### src/rtl/timer_entry.sv
// Keypad-side entry buffer and start/pause/cancel sequencer for the MM:SS BCD timer chain.
// Optional feature: define QUICK_START_EN so START on an empty buffer loads 00:30 and cooks.
module timer_entry #(
    parameter int         DONE_CYCLES = 3,
    parameter logic [3:0] KEY_CLEAR   = 4'hA,
    parameter logic [3:0] KEY_START   = 4'hB
) (
    input  logic       clk,
    input  logic       rst,
    input  logic       key_valid,
    input  logic [3:0] key_code,
    input  logic       door_open,
    input  logic       timer_zero,
    output logic [3:0] min_tens,
    output logic [3:0] min_ones,
    output logic [3:0] sec_tens,
    output logic [3:0] sec_ones,
    output logic       load_n,
    output logic       cook_en,
    output logic       done,
    output logic       err
);

    localparam int CNT_W = (DONE_CYCLES > 1) ? $clog2(DONE_CYCLES) : 1;
    localparam logic [CNT_W-1:0] CNT_LAST = CNT_W'(DONE_CYCLES - 1);

    typedef enum logic [2:0] {
        IDLE  = 3'd0,
        LOAD  = 3'd1,
        RUN   = 3'd2,
        PAUSE = 3'd3,
        DONE  = 3'd4
    } state_t;

    state_t           state, state_nxt;
    logic [15:0]      buf_q, buf_nxt;
    logic [CNT_W-1:0] done_cnt;
    logic             first_run;
    logic             err_nxt;
    logic             key_digit, key_clr, key_go;

    assign key_digit = key_valid && (key_code <= 4'd9);
    assign key_clr   = key_valid && (key_code == KEY_CLEAR);
    assign key_go    = key_valid && (key_code == KEY_START);

    // State, buffer and registered error pulse
    always_ff @(posedge clk) begin
        if (rst) begin
            state     <= IDLE;
            buf_q     <= 16'h0000;
            err       <= 1'b0;
            done_cnt  <= '0;
            first_run <= 1'b0;
        end else begin
            state     <= state_nxt;
            buf_q     <= buf_nxt;
            err       <= err_nxt;
            // Counter restarts from zero on every DONE entry since it idles at zero elsewhere
            done_cnt  <= (state == DONE) ? done_cnt + 1'b1 : '0;
            // Mask timer_zero for the first RUN cycle after a load while the chain settles
            first_run <= (state == LOAD);
        end
    end

    always_comb begin
        state_nxt = state;
        buf_nxt   = buf_q;
        err_nxt   = 1'b0;
        case (state)
            IDLE: begin
                if (key_digit) begin
                    buf_nxt = {buf_q[11:0], key_code};
                end else if (key_clr) begin
                    buf_nxt = 16'h0000;
                end else if (key_go) begin
                    if (door_open || (buf_q[7:4] > 4'd5)) begin
                        err_nxt = 1'b1;
                    end else if (buf_q == 16'h0000) begin
`ifdef QUICK_START_EN
                        buf_nxt   = 16'h0030;
                        state_nxt = LOAD;
`else
                        err_nxt   = 1'b1;
`endif
                    end else begin
                        state_nxt = LOAD;
                    end
                end
            end
            LOAD: state_nxt = RUN;
            RUN: begin
                if (timer_zero && !first_run) begin
                    state_nxt = DONE;
                end else if (door_open) begin
                    state_nxt = PAUSE;
                end else if (key_clr) begin
                    state_nxt = IDLE;
                    buf_nxt   = 16'h0000;
                end
            end
            PAUSE: begin
                if (key_go) begin
                    if (door_open) err_nxt = 1'b1;
                    else           state_nxt = RUN;
                end else if (key_clr) begin
                    state_nxt = IDLE;
                    buf_nxt   = 16'h0000;
                end
            end
            DONE: begin
                if (done_cnt == CNT_LAST) begin
                    state_nxt = IDLE;
                    buf_nxt   = 16'h0000;
                end
            end
            default: state_nxt = IDLE;
        endcase
    end

    // Strobes decode straight from the state register, so they change only on clock edges
    always_comb begin
        load_n  = (state != LOAD);
        cook_en = (state == RUN);
        done    = (state == DONE);
    end

    assign min_tens = buf_q[15:12];
    assign min_ones = buf_q[11:8];
    assign sec_tens = buf_q[7:4];
    assign sec_ones = buf_q[3:0];

endmodule

### config.mk
export PLATFORM = sky130hd
export DESIGN_NAME = timer_entry
export DESIGN_NICKNAME = d
export VERILOG_FILES = /design/src/rtl/timer_entry.sv
export SDC_FILE = /design/constraint.sdc
export NUM_CORES = 1
export LEC_CHECK = 0
export CAP_MARGIN = 40
export CORE_UTILIZATION = 49
export CTS_CLUSTER_SIZE = 30
export DETAILED_ROUTE_END_ITERATION = 8
export PLACE_DENSITY = 0.76
export SYNTH_ARGS = -nofsm -noshare
export SYNTH_HDL_FRONTEND = slang
export SYNTH_SLANG_ARGS = --single-unit
### constraint.sdc
create_clock -name clk -period 2.1 [get_ports clk]
set_clock_uncertainty 0.1 [all_clocks]
set_input_delay 0.42 -clock clk [delete_from_list [all_inputs] [get_ports clk]]
set_output_delay 0.42 -clock clk [all_outputs]
set_load 0.02 [all_outputs]
**Run 1: congestion heat map**

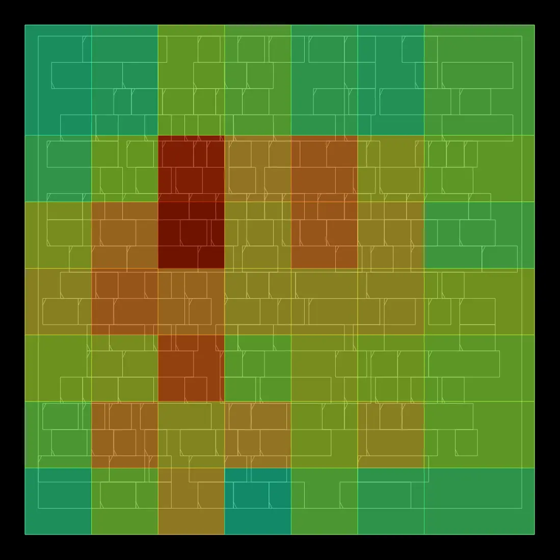
WL/cell: 16.4 µm
Final Util: 0.683
GR Layer Usage met1: 0.375
GRT Max-Usage Layer: met2

**Run 1: the metal 3 layer**

The bar under the picture is 20 µm long.
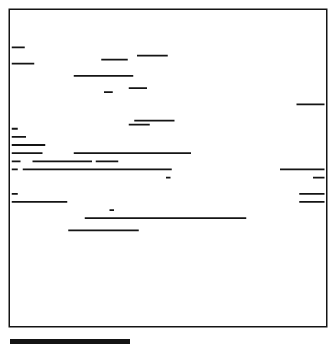
The layer holds 5.4% of the routed length. The wires run mostly horizontal.

**Run 1: metal 2**

Cells faint in the background.
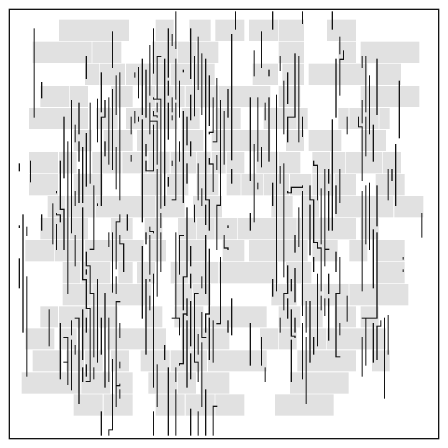
The layer carries 1,470 µm of wire. The layer holds 44% of the routed length. The longest straight run is 24.1 µm. The wires run mostly vertical.

-- run 1: worst register-to-register path: stages (launching register included) --
cell	delay [ns]
dfxtp_1	0.35
buf_4	0.17
o41ai_1	0.57
buf_4	0.26
o2111ai_1	0.14
o211ai_1	0.12
-- run 1: synthesized netlist by cell type (2+ instances only) --
| cell type | count | area [µm²] |
|---|---|---|
| nand2b_1 | 8 | 50.1 |
| dfxtp_1 | 23 | 460 |
| nor3_1 | 3 | 15.0 |
| and3_1 | 12 | 75.1 |
| nor4_1 | 4 | 25.0 |
| o2111ai_1 | 5 | 43.8 |
| buf_2 | 3 | 15.0 |
| nand2_1 | 2 | 7.51 |
| a211o_1 | 2 | 17.5 |
| nor2_1 | 3 | 11.3 |
| o21ai_0 | 3 | 15.0 |
| o211ai_1 | 5 | 37.5 |
| clkbuf_1 | 7 | 26.3 |
| a211oi_1 | 2 | 15.0 |
| or3_1 | 5 | 31.3 |
| a221o_1 | 11 | 110 |
| buf_6 | 2 | 22.5 |
| nand4b_1 | 2 | 17.5 |
| nor2b_1 | 13 | 81.3 |
| a21oi_1 | 2 | 10.0 |
| o2bb2ai_1 | 2 | 17.5 |
-- run 1: power by group --
group          total [W]  internal [W]  switching [W]
logic           0.000124     0.0000633      0.0000605
registers       0.000452      0.000443     0.00000925
clock network   0.000224     0.0000728       0.000151
-- run 1: state kept, by name (all words and copies together), names as in the netlist --
| name | count |
|---|---|
| buf_q | 16 |
| state | 3 |
| done_cnt | 2 |
| err | 1 |
| first_run | 1 |
-- run 1: metrics by stage --
stage	power (W)	utilization	cells	setup WS, ns
6_report	0.000800	0.683	202	0.0562
5_1_grt	0.000827	0.683	202	0.00328
4_1_cts	0.000800	0.682	202	0.0297
3_5_place_dp	0.000585	0.670	198	-0.157
3_3_place_gp	0.000582	0.670	198	-0.119
2_1_floorplan	0.000520	-	137	0.332
-- run 1: logic make-up after synthesis --
family / after synthesis / share of synthesized area
fa+ha+maj: 1 / 0.00988
buf+inv: 14 / 0.0603
compound gates: 39 / 0.263
simple gates: 60 / 0.303
flops: 23 / 0.364
-- run 1: path summary, 6_finish.rpt --
kind	endpoint	slack, ns
setup / recovery	load_n	0.06
setup reg to reg	buf_q[6]	0.32
hold reg to reg	done_cnt[0]	0.34
hold / removal	done_cnt[0]	0.34
-- run 1: routing by layer --
| layer | up-vias | track usage | part of all wire |
|---|---|---|---|
| met5 | - | 0 | 0 |
| met3 | 8 | 0.0348 | 0.054 |
| li1 | 605 | - | - |
| met2 | 38 | 0.414 | 0.44 |
| met1 | 599 | 0.375 | 0.48 |
| met4 | 0 | 0.105 | 0.023 |
-- run 1: final cells by class --
type	instances	area share
repair buffers	43	0.240
inverters	2	0.00746
well taps	30	0.0224
multi-input cells	100	0.435
flip-flops and latches	23	0.277
clock buffers	3	0.0134
clock inverters	1	0.00448
==> flow_summary.ini, run 1 <==
; implementation run metrics
[status]
outcome = complete, no violations

[power_and_ir_drop]
p_leak_nw = 0.642
ir_drop_mv = 0.336
power-per-cell-area_nw_per_um2 = 477

[run]
tool_warnings = 26
maxCapViolCount = 0

[setup_path]
slowest_stage = or3b_2
required_ns = 1.58
path_depth = 2
arrival_ns = 1.52
worstPathBufferInverterCount = 1
cp_top_family = simple AND/OR/NAND/NOR gates
cp_max_fo = 12
critPathCaptureType = output pin
rr_worst_depth = 5
worstSetupStartpoint = state[0]
critPathLaunchType = flip-flop
worstReg2RegStart = state[2]
cp_cell_sequence = or3b_2, dlygate4sd2_1
max_stage_delay_ns = 0.44
crit_type = flip-flop to output pin

[yosys]
numSynthFlops = 23
async_flop_share = 0
synth_warnings = 0
postSynthSeqShare = 0.364
edf_count = 0
fp_nets = 147
syn_inst = 137
yosysUniqueCellTypes = 39
mappedNetlistArea_um2 = 1270
avgSynthCellArea_um2 = 9.24
yosys_most_used_dff = dfxtp_1
ys_cells = 137
yosysChipArea_um2 = 1270

[final_layout]
nFillCells = 203
fin_area_um2 = 1680
final_nets = 183
drive_gt1_frac = 0.145
combGateArea_um2 = 729
final_cell_mix = 25 x clkdlybuf4s50_1, 22 x dfxtp_1, 14 x buf_4
seqCellArea_um2 = 464
lay_top_count = clkdlybuf4s50_1
syn_to_final_growth_pct = 32.4
antenna_cells = 0

[worst_hold_path]
min_path_cells = 1
min-delay-start = done_cnt[0]
worst_hold_path_type = flip-flop to flip-flop

[global_routing]
overflow = 0
grt_pass1_vias = 1154
track_usage = 0.269
grt_first_pass_wirelength_mm = 5.40
antenna_found_initial = 0
grt_max_degree = 25

[floorplanning]
num_rows = 18
dieArea_um2 = 2790
core_um2 = 2450
dieWidth_um = 52.8
pin_count = 29
fp.dieH_um = 52.8
fp_util = 0.516

[placed_design]
place_area_um2 = 1650
hpwlAfterDp_mm = 2.39
place_congestion = 0.787
numPortBuffers = 28

[final_timing]
max-slew-margin-rel = 0.636
tns_ns = 0
max_freq_ghz = 0.489
timing.final.crit_share = 0.973
rsz0062_at_grt = false
hold_ws_ns = 0.343
fin_crit_ns = 2.04
hold_viol_final = 0
finalMaxSlewViolations = 0
worst_slew_pin_slew_ns = 0.539
setup_violations = 0

[clock_tree]
holdBufCountCts = 0
cts_buffer_depth = 2
clkTransAtPathRegs_ns = 0.14
post_cts_buffers = 0
cts-buffers-inserted = 3
cts_sinks = 23
cts_root_buffer = clkbuf_4
cts_resized = 5
clock_latency_ns = 0.32
cts_tree = done
htree_levels = 1

[detailed_routing]
drc = 0
ant_nets = 0
routed_wl_mm = 3.31
vias_per_cell = 6.19
num_vias = 1250
dr.pass1.iters = 4
drt_iter0_drc = 40
--- run 2 (diff from run 1) ---
--- a/config.mk
+++ b/config.mk
@@ -9,6 +9,8 @@
 export CORE_UTILIZATION = 49
 export CTS_CLUSTER_SIZE = 30
 export DETAILED_ROUTE_END_ITERATION = 8
+export HOLD_SLACK_MARGIN = 0.03
+export MAX_ROUTING_LAYER = met4
 export PLACE_DENSITY = 0.76
 export SYNTH_ARGS = -nofsm -noshare
 export SYNTH_HDL_FRONTEND = slang
**Run 2: the metal 3 layer**

The bar under the picture is 20 µm long.
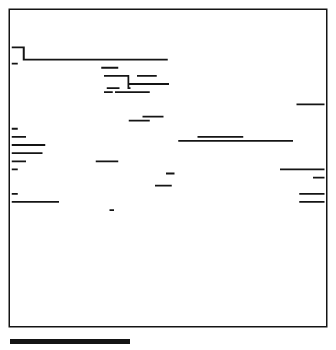
25 nets have wire on it. The longest straight run is 23.9 µm. The wires run mostly horizontal. The layer carries 140 µm of wire.

==> flow_summary.ini, run 2 <==
; implementation run metrics
[final_layout]
final_cell_mix = 25 x clkdlybuf4s50_1, 22 x dfxtp_1, 14 x buf_4
finish.utilization = 0.683
final_nets = 183
largest-register = buf_q
nFillCells = 203
reg.largest.list = buf_q x16, state x3, done_cnt x2
drive_gt1_frac = 0.145
lay_top_count = clkdlybuf4s50_1
largest_reg_flops = 16

[setup_path]
cp_max_fo = 12
critPathCaptureType = output pin
critPathLaunchType = flip-flop
arrival_ns = 1.52
rr_worst_depth = 5
crit_type = flip-flop to output pin

[global_routing]
grt_first_pass_wirelength_mm = 5.41
grt_pass1_vias = 1147
overflow = 0

[clock_tree]
holdBufCountCts = 0
clkTransAtPathRegs_ns = 0.14
cts_sinks = 23
cts-buffers-inserted = 3
cts_buffer_depth = 2
clock_latency_ns = 0.32
cts_tree = done
post_cts_buffers = 0
htree_levels = 1
cts_root_buffer = clkbuf_4

[floorplanning]
pin_count = 29
fp.dieH_um = 52.8
dieArea_um2 = 2790
core_um2 = 2450
fp_util = 0.516
num_rows = 18

[yosys]
synth_warnings = 0
avgSynthCellArea_um2 = 9.24
common_cells = 23 x dfxtp_1, 13 x nor2b_1, 12 x and3_1, 11 x a221o_1, 8 x nand2b_1
postSynthSeqShare = 0.364
yosysUniqueCellTypes = 39
ys_cells = 137
yosys_most_used_dff = dfxtp_1
synth.area.top_cells = dfxtp_1 36%, a221o_1 8.7%, nor2b_1 6.4%, and3_1 5.9%, nand2b_1 4.0%
yosysChipArea_um2 = 1270
mappedNetlistArea_um2 = 1270
edf_count = 0
synth_dominant_cell_count = dfxtp_1
numSynthFlops = 23
largest_area_cell = dfxtp_1
netlist.area_leader.share = 0.364
fp_nets = 147
async_flop_share = 0
syn_inst = 137

[final_timing]
tns_ns = 0
fin_crit_ns = 2.04
setup_violations = 0
finalMaxSlewViolations = 0
timing.final.crit_share = 0.973
hold_viol_final = 0
max-slew-margin-rel = 0.633

[power_and_ir_drop]
p_switching_w = 0.000219
comb_power_share = 0.155
ir_drop_mv = 0.332
internal_power_w = 0.000579
pwr-share-clk = 0.279
seqPwrFrac = 0.566
p_leak_nw = 0.642
power-per-cell-area_nw_per_um2 = 476

[detailed_routing]
vias_per_cell = 6.27
ant_nets = 0
routed_wl_mm = 3.29
num_vias = 1266
drt_iter0_drc = 48
drc = 0
wl_per_cell_um = 16.3

[worst_hold_path]
min_path_cells = 1
worst_hold_path_type = flip-flop to flip-flop

[run]
maxCapViolCount = 0
tool_warnings = 26

[placed_design]
numPortBuffers = 28
place_congestion = 0.798

[status]
outcome = complete, no violations
run 2: timing repair:
action | CTS | global route
endpoints found under the setup margin | 3 | 1
endpoints found under the hold margin | 0 | 0
resized | 5 | 1
run 2: kinds of logic (layout without fill, tap and decap cells):
group | Yosys count | count (layout) | share of synthesized area
AOI/OAI and AO/OA | 39 | 39 | 0.263
adders and majority gates | 1 | 1 | 0.00988
buffers and inverters | 14 | 49 | 0.0603
DFF | 23 | 23 | 0.364
and+or+nand+nor | 60 | 60 | 0.303
run 2: path summary, 6_finish.rpt:
path / slack (ns) / end / start
worst max-delay path: 0.06 / load_n / state[0]
worst min-delay path: 0.34 / done_cnt[0] / done_cnt[0]
worst max register to register: 0.33 / buf_q[6] / state[2]
worst min register to register: 0.34 / done_cnt[0] / done_cnt[0]
run 2: per-layer routing:
| metal | wire, µm | GRT usage | up-vias |
|---|---|---|---|
| met1 | 1590 | 0.375 | 618 |
| met5 | 0 | - | - |
| met2 | 1490 | 0.414 | 37 |
| met4 | 72 | 0.105 | 0 |
| met3 | 140 | 0.0348 | 8 |
| li1 | - | - | 603 |
run 2: worst max-delay path, stage by stage, from the launching register on:
cell and delay [ns]:
dfxtp_4 0.43, or3b_2 0.44, dlygate4sd2_1 0.33
run 2: layout make-up:
type,instances,area [µm²],share of cell area
Clock buffer,3,22.5,0.0134
Sequential cell,23,464,0.277
Inverter,2,12.5,0.00746
Timing Repair Buffer,43,403,0.240
Tap cell,30,37.5,0.0224
Multi-Input combinational cell,100,729,0.435
Clock inverter,1,7.51,0.00448
run 2: power by group through the flow:
stage          clock [W]  combinational, W  sequential, W
2_1_floorplan          0         0.0000513       0.000469
3_3_place_gp           0          0.000120       0.000463
3_5_place_dp           0          0.000122       0.000462
4_1_cts         0.000225          0.000123       0.000452
5_1_grt         0.000242          0.000132       0.000453
6_report        0.000222          0.000124       0.000452
run 2: stage by stage:
stage               power (W)  hold slack [ns]  instances  area (µm²)  setup WS [ns]
floorplan            0.000520            0.300        137        1270          0.332
global placement     0.000582            0.313        198        1650         -0.119
detailed placement   0.000585            0.329        198        1650         -0.157
CTS                  0.000800            0.348        202        1680         0.0297
global route         0.000827            0.358        202        1680        0.00329
finish               0.000798            0.342        202        1680         0.0570
Power is estimated from default activity; no workload was simulated.
